`src/rtl/rx_mode_pkg.sv`:
```
// ---------------------------------------------------------------------------
// rx_mode_pkg
// Shared types for the receive-path redundancy mode controller:
//   - state_t      : controller FSM states
//   - MODE_*       : encodings of the applied/requested mode
//   - mode_to_red  : maps a mode encoding to its voter redundancy (1/3/5/0)
// ---------------------------------------------------------------------------
package rx_mode_pkg;

  typedef enum logic [2:0] {
    ST_IDLE  = 3'd0,
    ST_FRAME = 3'd1,
    ST_GAP   = 3'd2,
    ST_DRAIN = 3'd3,
    ST_SKIP  = 3'd4
  } state_t;

  localparam logic [1:0] MODE_1X  = 2'd0;
  localparam logic [1:0] MODE_3X  = 2'd1;
  localparam logic [1:0] MODE_5X  = 2'd2;
  localparam logic [1:0] MODE_OFF = 2'd3;

  function automatic logic [2:0] mode_to_red(input logic [1:0] mode);
    case (mode)
      MODE_1X: return 3'd1;
      MODE_3X: return 3'd3;
      MODE_5X: return 3'd5;
      default: return 3'd0;
    endcase
  endfunction

endpackage

```
`src/rtl/rx_sw_debounce.sv`:
```
// ---------------------------------------------------------------------------
// rx_sw_debounce
// Two-flop synchronizer followed by a stability filter. A new value is
// accepted on o_stable only after the synchronized input has held it for
// DEBOUNCE_CYC consecutive clocks; any change restarts the count.
// Ports:
//   clk       in   clock
//   rst_n     in   asynchronous active-low reset (clears to all-zeros)
//   i_raw     in   W  raw asynchronous input
//   o_stable  out  W  debounced, accepted value
// ---------------------------------------------------------------------------
module rx_sw_debounce
  import rx_mode_pkg::*;
#(
  parameter int W            = 2,
  parameter int DEBOUNCE_CYC = 1024
) (
  input  logic         clk,
  input  logic         rst_n,
  input  logic [W-1:0] i_raw,
  output logic [W-1:0] o_stable
);

  localparam int CW = $clog2(DEBOUNCE_CYC + 1);
  localparam logic [CW-1:0] CNT_ONE  = CW'(1);
  localparam logic [CW-1:0] CNT_FULL = CW'(DEBOUNCE_CYC);

  logic [W-1:0]  r_sync1;
  logic [W-1:0]  r_sync2;
  logic [W-1:0]  r_cand;
  logic [CW-1:0] r_cnt;
  logic [W-1:0]  r_stable;

  // r_cnt holds the number of consecutive cycles r_sync2 has equalled r_cand.
  // It parks at CNT_FULL so an already-accepted value is not re-counted.
  always_ff @(posedge clk or negedge rst_n) begin
    if (!rst_n) begin
      r_sync1  <= '0;
      r_sync2  <= '0;
      r_cand   <= '0;
      r_cnt    <= CNT_FULL;
      r_stable <= '0;
    end else begin
      r_sync1 <= i_raw;
      r_sync2 <= r_sync1;
      if (r_sync2 != r_cand) begin
        r_cand <= r_sync2;
        r_cnt  <= CNT_ONE;
        if (DEBOUNCE_CYC == 1) r_stable <= r_sync2;
      end else if (r_cnt != CNT_FULL) begin
        r_cnt <= r_cnt + CW'(1);
        if (r_cnt == CNT_FULL - CW'(1)) r_stable <= r_cand;
      end
    end
  end

  assign o_stable = r_stable;

endmodule

```
`src/rtl/rx_mode_ctrl.sv`:
```
// ---------------------------------------------------------------------------
// rx_mode_ctrl
// Applies the switch-selected voter redundancy mode to the receive path,
// only between frames. A mode change drains the voters (path_rst_n low for
// DRAIN_CYC cycles); a frame that starts while draining is discarded.
// Optional frame/loss statistics counters are built only when the macro
// RX_MODE_STATS_EN is defined; otherwise the counter outputs are tied to 0.
// Ports:
//   clk, rst_n   clock, asynchronous active-low reset
//   mode_req     2  raw switch value (asynchronous)
//   rx_enable    1  PHY frame-valid
//   en_in        1  en_out of the selected voter path (qualified externally)
//   loss_in      1  loss flag of the selected voter path
//   clr_cnt      1  synchronous clear of the statistics counters
//   mode_sel     2  applied mode (0=1x, 1=3x, 2=5x, 3=disabled)
//   redundancy   3  applied redundancy (1/3/5, 0 when disabled)
//   path_rst_n   1  active-low reset to the voter instances
//   en_gate      1  qualifier for en_in toward downstream logic
//   busy         1  switch pending or draining
//   frame_cnt    CNT_W  frames accepted (saturating)
//   loss_cnt     CNT_W  loss events (saturating)
// ---------------------------------------------------------------------------
module rx_mode_ctrl
  import rx_mode_pkg::*;
#(
  parameter int DEBOUNCE_CYC = 1024,
  parameter int GAP_CYC      = 12,
  parameter int DRAIN_CYC    = 8,
  parameter int CNT_W        = 16
) (
  input  logic             clk,
  input  logic             rst_n,
  input  logic [1:0]       mode_req,
  input  logic             rx_enable,
  input  logic             en_in,
  input  logic             loss_in,
  input  logic             clr_cnt,
  output logic [1:0]       mode_sel,
  output logic [2:0]       redundancy,
  output logic             path_rst_n,
  output logic             en_gate,
  output logic             busy,
  output logic [CNT_W-1:0] frame_cnt,
  output logic [CNT_W-1:0] loss_cnt
);

  localparam int GAP_W   = $clog2(GAP_CYC + 1);
  localparam int DRAIN_W = $clog2(DRAIN_CYC + 1);
  localparam logic [GAP_W-1:0]   GAP_ONE    = GAP_W'(1);
  localparam logic [GAP_W-1:0]   GAP_LAST   = GAP_W'(GAP_CYC);
  localparam logic [DRAIN_W-1:0] DRAIN_LAST = DRAIN_W'(DRAIN_CYC - 1);

  state_t             r_state;
  state_t             w_state_nxt;
  logic [1:0]         r_mode;
  logic [1:0]         w_mode_nxt;
  logic [1:0]         w_acc;
  logic [GAP_W-1:0]   r_gap_cnt;
  logic [GAP_W-1:0]   w_gap_nxt;
  logic [DRAIN_W-1:0] r_drain_cnt;
  logic [DRAIN_W-1:0] w_drain_nxt;
  logic               r_path_rst_n;
  logic               r_en_gate;
  logic               w_en_nxt;
  logic               w_frame_start;

  rx_sw_debounce #(
    .W            (2),
    .DEBOUNCE_CYC (DEBOUNCE_CYC)
  ) u_debounce (
    .clk      (clk),
    .rst_n    (rst_n),
    .i_raw    (mode_req),
    .o_stable (w_acc)
  );

  always_comb begin
    w_state_nxt   = r_state;
    w_mode_nxt    = r_mode;
    w_gap_nxt     = r_gap_cnt;
    w_drain_nxt   = r_drain_cnt;
    w_frame_start = 1'b0;
    case (r_state)
      ST_IDLE: begin
        if (rx_enable) begin
          w_state_nxt   = ST_FRAME;
          w_frame_start = 1'b1;
        end else if (w_acc != r_mode) begin
          w_state_nxt = ST_DRAIN;
          w_drain_nxt = '0;
        end
      end
      ST_FRAME: begin
        if (!rx_enable) begin
          w_state_nxt = ST_GAP;
          w_gap_nxt   = GAP_ONE;
        end
      end
      ST_GAP: begin
        // A short gap rejoins the same frame; only a full gap returns to IDLE.
        if (rx_enable) begin
          w_state_nxt = ST_FRAME;
        end else if (r_gap_cnt == GAP_LAST) begin
          w_state_nxt = ST_IDLE;
        end else begin
          w_gap_nxt = r_gap_cnt + GAP_W'(1);
        end
      end
      ST_DRAIN: begin
        // The mode is sampled at drain end, so a re-request during DRAIN
        // takes effect without restarting the drain.
        if (r_drain_cnt == DRAIN_LAST) begin
          w_mode_nxt  = w_acc;
          w_state_nxt = rx_enable ? ST_SKIP : ST_IDLE;
        end else begin
          w_drain_nxt = r_drain_cnt + DRAIN_W'(1);
        end
      end
      ST_SKIP: begin
        if (!rx_enable) begin
          w_state_nxt = ST_GAP;
          w_gap_nxt   = GAP_ONE;
        end
      end
      default: begin
        w_state_nxt = ST_IDLE;
      end
    endcase
  end

  // Gate outputs are registered from the next state so the voter reset
  // and enable qualifier are glitch-free.
  assign w_en_nxt = ((w_state_nxt == ST_IDLE) || (w_state_nxt == ST_FRAME) ||
                     (w_state_nxt == ST_GAP)) && (w_mode_nxt != MODE_OFF);

  always_ff @(posedge clk or negedge rst_n) begin
    if (!rst_n) begin
      r_state      <= ST_IDLE;
      r_mode       <= MODE_1X;
      r_gap_cnt    <= '0;
      r_drain_cnt  <= '0;
      r_path_rst_n <= 1'b0;
      r_en_gate    <= 1'b0;
    end else begin
      r_state      <= w_state_nxt;
      r_mode       <= w_mode_nxt;
      r_gap_cnt    <= w_gap_nxt;
      r_drain_cnt  <= w_drain_nxt;
      r_path_rst_n <= (w_state_nxt != ST_DRAIN);
      r_en_gate    <= w_en_nxt;
    end
  end

  assign mode_sel   = r_mode;
  assign redundancy = mode_to_red(r_mode);
  assign path_rst_n = r_path_rst_n;
  assign en_gate    = r_en_gate;
  assign busy       = (w_acc != r_mode) || (r_state == ST_DRAIN);

`ifdef RX_MODE_STATS_EN
  logic [CNT_W-1:0] r_frame_cnt;
  logic [CNT_W-1:0] r_loss_cnt;
  logic             r_loss_d;
  logic             w_frame_inc;
  logic             w_loss_inc;
  logic             w_unused;

  // Frames are still counted with the path disabled; losses are not.
  assign w_frame_inc = w_frame_start && (r_en_gate || (r_mode == MODE_OFF));
  assign w_loss_inc  = loss_in && !r_loss_d && r_en_gate;

  always_ff @(posedge clk or negedge rst_n) begin
    if (!rst_n) begin
      r_frame_cnt <= '0;
      r_loss_cnt  <= '0;
      r_loss_d    <= 1'b0;
    end else begin
      r_loss_d <= loss_in;
      if (clr_cnt) begin
        r_frame_cnt <= '0;
        r_loss_cnt  <= '0;
      end else begin
        if (w_frame_inc && !(&r_frame_cnt)) r_frame_cnt <= r_frame_cnt + CNT_W'(1);
        if (w_loss_inc && !(&r_loss_cnt))   r_loss_cnt  <= r_loss_cnt + CNT_W'(1);
      end
    end
  end

  assign frame_cnt = r_frame_cnt;
  assign loss_cnt  = r_loss_cnt;
  assign w_unused  = en_in;
`else
  logic w_unused;

  assign frame_cnt = '0;
  assign loss_cnt  = '0;
  assign w_unused  = ^{en_in, loss_in, clr_cnt, w_frame_start};
`endif

endmodule

```
`config.mk`:
```
export PLATFORM = sky130hd
export DESIGN_NAME = rx_mode_ctrl
export DESIGN_NICKNAME = d
export VERILOG_FILES = /design/src/rtl/rx_mode_pkg.sv /design/src/rtl/rx_sw_debounce.sv /design/src/rtl/rx_mode_ctrl.sv
export SDC_FILE = /design/constraint.sdc
export NUM_CORES = 1
export LEC_CHECK = 0
export CORE_UTILIZATION = 44
export DETAILED_ROUTE_END_ITERATION = 12
export PLACE_DENSITY = 0.76
export SLEW_MARGIN = 10
export SYNTH_ARGS = -nofsm -noshare
export SYNTH_HDL_FRONTEND = slang
export SYNTH_SLANG_ARGS = --single-unit
```
`constraint.sdc`:
```
create_clock -name clk -period 1.6 [get_ports clk]
set_input_delay 0.32 -clock clk [delete_from_list [all_inputs] [get_ports clk]]
set_output_delay 0.32 -clock clk [all_outputs]
set_load 0.05 [all_outputs]
```
==> results_slide.txt, run 1 <==
Key Metrics from the Run

Synthesis
  – Ys Warns: 0
  – Flip-flops with a built-in enable: 0
  – Aoi share: 0.0472
  – Top cells by area, synth: dfrtp_1 (44%), buf_4 (13%), xnor2_1 (5.7%)
  – Post-synthesis mux area share: 0.0451
  – Ys cells: ~180
  – Synth top cell by count: dfrtp_1
  – Leading area contributor after synthesis: dfrtp_1
  – Post-synth cell types: roughly 40
  – Synth Seq Share: 0.459
  – Post-synthesis area per instance: between 10 and 15 um^2
  – Synth top area share: 0.445
  – Synth Cell Area: between 1500 and 2000 um^2
  – Most common library cells after synthesis: dfrtp_1 (33), buf_4 (32), nor2_1 (16)
  – Predominant post-synthesis flop cell: dfrtp_1
  – Synth Instances: between 150 and 200
  – Post-Synth Simple-Gate Area: 0.189
  – Chip Area, Yosys: about 1900 um^2
  – #FFs+latches synth: 34
  – Adders+Majority by Area: 0.0337
  – Yosys xor share: 0.0755

GRT
  – Largest net degree at the start of global routing: 35
  – GRT met2 Usage: 0.277
  – Initial antenna violation count: 0
  – Global route overflow: 0
  – GRT Total Usage: 0.166
  – First-pass GRT wire length: ~5.3 mm
  – Most crowded layer after global routing: met2

Setup path
  – Reg-to-Reg Start: u_debounce.r_cnt[1]
  – CP Capture Type: flop
  – Startpoint types: flop
  – Worst Setup SP: u_debounce.r_cnt[1]
  – Reg2reg end: u_debounce.o_stable[0]
  – Critical path data required time: 1780 ps
  – CP Capture Point: u_debounce.o_stable[0]
  – Critical path arrival: between 1500 and 2000 ps
  – Worst Reg-to-Reg Cells: 5
  – CP Max Fanout: 3

Drt
  – Vias post-DR: roughly 1,300
  – Number of remaining DRC errors: 0
  – Highest metal used: met4
  – Metal-1 WL: between 1 and 1.5 mm
  – DR pass1 iterations: 4
  – Met2 wire length: 1.67 mm
  – Initial DRC count: between 100 and 150
  – Routed Antenna Nets: 0
  – Final WL: 3.20 mm

Timing
  – Hold_ws: 352 ps
  – RSZ-0062 raised after global routing: yes
  – Post-layout min period: between 1500 and 2000 ps
  – Fin crit share: 1.03
  – Final setup viols: 2
  – Pins over their slew limit: 0
  – Setup ws final: -52.0 ps
  – Skew final: ~3.6 ps

Placed design
  – DP Wirelength: 2.28 mm
  – GP Congestion: between 0.8 and 0.9
  – Placed insts: approximately 270
  – Post-DP Area: approximately 2200 um^2
  – IO buf count: 12

Layout
  – Fin area: 2360 um^2
  – Highest-count logic cell in the final layout: conb_1
  – Share of cells above drive strength 1: 0.285
  – Top Registers: u_debounce.r_cnt: 11 flops, r_drain_cnt: 4 flops, r_gap_cnt: 4 flops
  – N_diodes: 0
  – Top cells excl fill/tap: conb_1 (32), dfrtp_1 (31), buf_4 (31)
  – Area grow syn2layout: 27.2%
  – Final cell count without fillers: between 200 and 300

Pwr
  – Pint: roughly 1700 uW
  – Switch share: 0.371
  – Combinational share of power: 0.359
  – Main power group: registers
  – NetSw: a little over 1000 uW
  – P_leak: roughly 0.0011 uW
  – Cell Pwr Density: 1180 nW/um^2
  – Clock power frac: 0.236
  – Sequential power share: 0.406
  – Clk power: about 660 uW
  – Peak VDD IR: around 0.00064 V

Floorplanning
  – Top-Level Pins: about 48
  – Chip height: about 67 um

Hold path
  – Worst hold path type: flop to flop
  – Hold depth: 0

CTS
  – Gates resized, CTS repair: 4
  – Clk_lat worst skew: about 290 ps
  – H-tree depth: 2
  – Clock transition at the registers of the reported paths: approximately 60 ps
  – Longest Clk Path Bufs: 2
  – Total CTS buffers: 5
  – Post-CTS Setup Bufs: 1
  – CTS root buffer: clkbuf_8
  – Sink Count: 34
  – Post-CTS Hold Buffers: 0
  – CTS tree: built

Status
  – Status: finished, violations left
  – Violated checks: setup timing

Run
  – Total of max-cap violations: 0
## run 1: stage by stage
| step | setup WS, ps | power (uW) | setup TNS [ps] |
|---|---|---|---|
| after floorplan | -88.5 | 1820 | -229 |
| after global routing | -110 | 2930 | -253 |
| after global placement | -195 | 2060 | -853 |
| after detailed placement | -217 | 2090 | -1070 |
| after CTS | -50.0 | 2770 | -123 |
| final | -52.0 | 2780 | -94.2 |
## run 1: cell type report
cell class                      instances  area [um^2]
Fill cell                             345         1670
Multi-Input combinational cell        137          907
Sequential cell                        34          855
Timing Repair Buffer                   43          424
Clock buffer                            7         86.3
Tap cell                               50         62.6
Inverter                                6         22.5
Clock inverter                          1         5.00
## run 1: worst max-delay path, cell delays in order, from the launching register on
cell and delay (ps):
dfrtp_1 360, ha_2 210, nand3_2 110, nor3_4 130, or3b_4 410, mux2_4 310
==> run_1/ff_map.png <==
The bar under the picture is 20 um long.
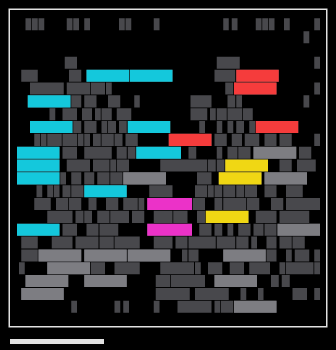
Key: `mode_sel` = magenta [sequential cells 2]; `r_gap_cnt` = red [sequential cells 4]; `u_debounce.r_cnt` = cyan [sequential cells 11, where west]; `r_state` = yellow [sequential cells 3]
Another 14 sequential cells are not colored.

==> run_1/congestion_map.png <==
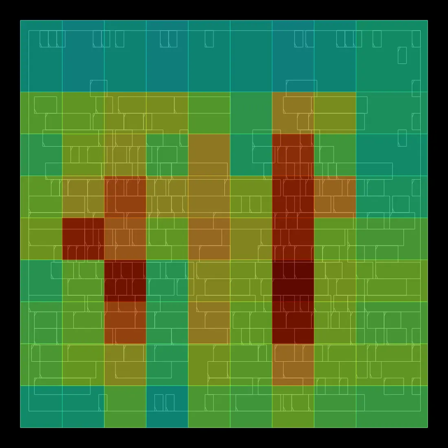
met1 Use GR: 0.175
WL per Instance: 11.5 um
final design utilization: 0.586

==> run_1/class_map.png <==
The bar under the picture is 20 um long.
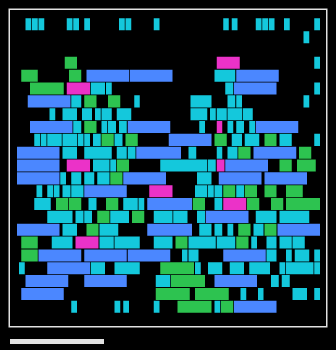
Key: clock drivers and dummy loads = magenta [cells 8, share of their area 4.0%]; remaining logic cells = cyan [cells 143, share of their area 40%]; remaining buffers and delay cells = green [cells 43, share of their area 18%]; registers = blue [cells 34, share of their area 37%]
Core Box Area: 4030 um^2
row cnt: 23
Seq area share: 0.362

==> run_1/gates.png <==
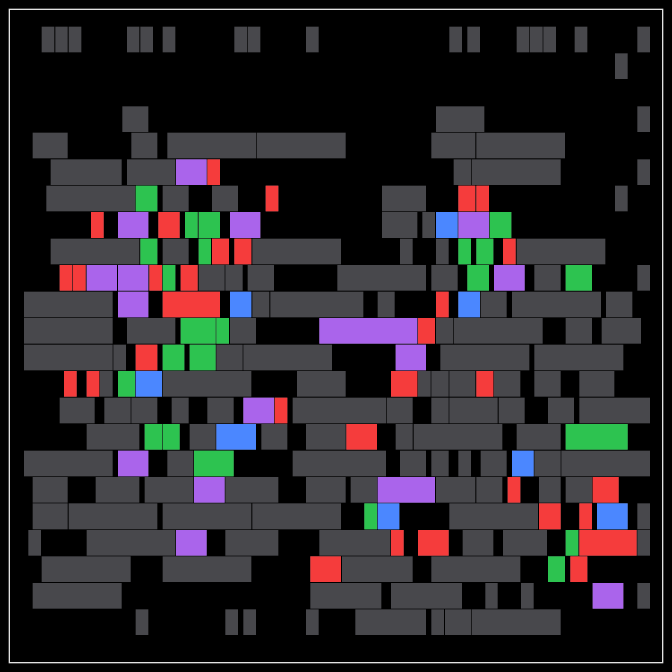
Key: xor and xnor cells = purple [cells 16]; nand cells = green [cells 23]; and/or cells = blue [cells 8]; nor cells = red [cells 32]

==> run 2: changes to the inputs <==
--- a/config.mk
+++ b/config.mk
@@ -5,6 +5,7 @@
 export SDC_FILE = /design/constraint.sdc
 export NUM_CORES = 1
 export LEC_CHECK = 0
+export CORE_MARGIN = 10
 export CORE_UTILIZATION = 44
 export DETAILED_ROUTE_END_ITERATION = 12
 export PLACE_DENSITY = 0.76
==> run_2/class_map.png <==
The bar under the picture is 20 um long.
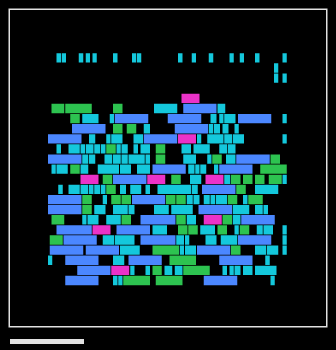
final design utilization: 0.594
fin area: 2390 um^2

==> results_slide.txt, run 2 <==
Key Metrics from the Run

GRT
  – First-pass GRT wire length: slightly above 6 mm
  – GRT met2 Usage: 0.182
  – Met1 Use GR: 0.105
  – Largest net degree at the start of global routing: 35
  – Global route overflow: 0
  – Initial antenna violation count: 0
  – GRT Total Usage: 0.102
  – Most crowded layer after global routing: met2
  – Met3 Resource Use GR: 0.0363

Drt
  – Initial DRC count: between 50 and 60
  – DR pass1 iterations: 4
  – Met2 wire length: 2.09 mm
  – Highest metal used: met4
  – Vias post-DR: 1,347
  – Number of remaining DRC errors: 0
  – Final WL: 3.77 mm
  – Routed Antenna Nets: 0
  – WL per Instance: around 13 um

Setup path
  – Family with the most delay on the worst path: simple AND/OR/NAND/NOR gates
  – Critical path depth: 5
  – Worst Reg-to-Reg Cells: 5
  – Startpoint types: flop
  – Critical path arrival: ~1800 ps
  – Worst path buffer plus inverter count: 0
  – Reg2reg end: u_debounce.o_stable[0]
  – Crit-path cells: ha_4 > nand3_4 > nor3_4 > or3b_4 > mux2_4
  – CP Max Fanout: 2
  – CP Capture Type: flop
  – CP Capture Point: u_debounce.o_stable[0]
  – Reg-to-Reg Start: u_debounce.r_cnt[1]
  – Critical path data required time: approximately 1800 ps
  – CP max stage cell: or3b_4
  – Worst path max stage delay: ~420 ps
  – Worst Setup SP: u_debounce.r_cnt[1]

CTS
  – Total CTS buffers: 5
  – Gates resized, CTS repair: 5
  – Clock transition at the registers of the reported paths: about 70 ps
  – Longest Clk Path Bufs: 2
  – CTS tree: built
  – H-tree depth: 2
  – Post-CTS Setup Bufs: 2
  – Clk_lat worst skew: 280 ps
  – Sink Count: 34
  – Post-CTS Hold Buffers: 0

Synthesis
  – Leading area contributor after synthesis: dfrtp_1
  – Post-synthesis area per instance: a little over 10 um^2
  – Top cells by area, synth: dfrtp_1 (44%), buf_4 (13%), xnor2_1 (5.7%)
  – Top logic family: simple AND/OR/NAND/NOR gates
  – Ys cells: roughly 180
  – Synth Cell Area: roughly 1900 um^2
  – Synth Seq Share: 0.459
  – Post-synthesis mux area share: 0.0451
  – Chip Area, Yosys: about 1900 um^2
  – Adders+Majority by Area: 0.0337
  – Synth Instances: around 180
  – Predominant post-synthesis flop cell: dfrtp_1
  – Post-synth cell types: 40
  – Most common library cells after synthesis: dfrtp_1 (33), buf_4 (32), nor2_1 (16)
  – Yosys xor share: 0.0755
  – #FFs+latches synth: 34
  – Flip-flops with a built-in enable: 0
  – Ys Warns: 0
  – Aoi share: 0.0472
  – Synth top area share: 0.445

Status
  – Violated checks: setup timing
  – Status: finished, violations left

Timing
  – Setup ws final: -38.6 ps
  – Post-layout min period: 1640 ps
  – RSZ-0062 raised after global routing: yes
  – Skew final: between 4 and 5 ps
  – Pins over their slew limit: 0
  – Final setup viols: 2

Pwr
  – Clk power: approximately 730 uW
  – Combinational share of power: 0.351
  – NetSw: between 1000 and 1500 uW
  – Pint: 1830 uW
  – P_leak: about 0.0012 uW
  – Peak VDD IR: between 0.0007 and 0.0008 V
  – Comb. pwr: ~1000 uW
  – Clock power frac: 0.255
  – Main power group: registers
  – Cell Pwr Density: 1190 nW/um^2
  – Switch share: 0.359
  – Sequential power: between 1000 and 1500 uW
  – Sequential power share: 0.394

Placed design
  – DP Wirelength: approximately 2.7 mm
  – Post-DP Area: ~2200 um^2
  – IO buf count: 12
  – Placed insts: 265
  – GP Congestion: approximately 0.80

Layout
  – Comb area share: 0.378
  – Fillcell total: about 350
  – Top Registers: u_debounce.r_cnt: 11 flops, r_drain_cnt: 4 flops, r_gap_cnt: 4 flops
  – Seq area share: 0.357
  – N_diodes: 0
  – Nonclk buf count: roughly 45
  – Highest-count logic cell in the final layout: buf_4
  – Clock-cell share: 0.0460
  – Data buffer area share: 0.183
  – Reg area: roughly 850 um^2
  – Inverters: 6
  – Clock buffer cells: 8
  – Area grow syn2layout: 28.9%
  – Comb gate area: ~900 um^2
  – Top class by area: multi-input combinational cells
  – Top cells excl fill/tap: buf_4 (33), conb_1 (32), dfrtp_1 (31)
  – Multi-input gates: between 100 and 150
  – FFs & Latches: 34
  – Final cell count without fillers: ~280

Floorplanning
  – Chip height: 85.0 um
  – Core Box Area: 4030 um^2
  – Row cnt: 23
  – Tap cell instance count: 50
  – Die Area: between 7000 and 8000 um^2
  – Top-Level Pins: 48

Hold path
  – Hold depth: 0
  – Hold Path End: u_debounce.r_sync2[0]

Run
  – Total of max-cap violations: 0
==> run_2/gates.png <==
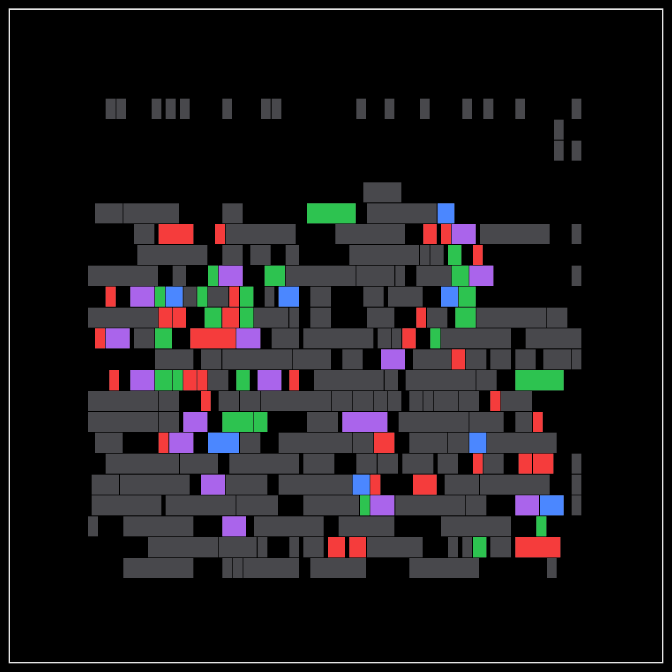
Key: nor cells = red [cells 32]; and/or cells = blue [cells 8]; xor and xnor cells = purple [cells 16]; nand cells = green [cells 23]

-- run 2: cell types whose count changed in the layout (fill, tap and decap cells not counted), moves of 2 or more --
cell	before	now
buf_4	31	33
clkbuf_8	6	8
nor2b_1	0	2
nor2b_2	2	0
-- run 2: per-stage QoR --
| stage | hold WS (ps) | setup WS [ps] | utilization | power [uW] | setup TNS, ps |
|---|---|---|---|---|---|
| 6_report | 359 | -38.6 | 0.594 | 2860 | -76.6 |
| 5_1_grt | 369 | -88.4 | 0.594 | 3030 | -429 |
| 4_1_cts | 365 | -59.1 | 0.579 | 2860 | -142 |
| 3_5_place_dp | 341 | -236 | 0.540 | 2100 | -1230 |
| 3_3_place_gp | 334 | -201 | 0.540 | 2060 | -1010 |
| 2_1_floorplan | 24.4 | -88.5 | - | 1820 | -229 |
Power and IR drop assume default switching activity.
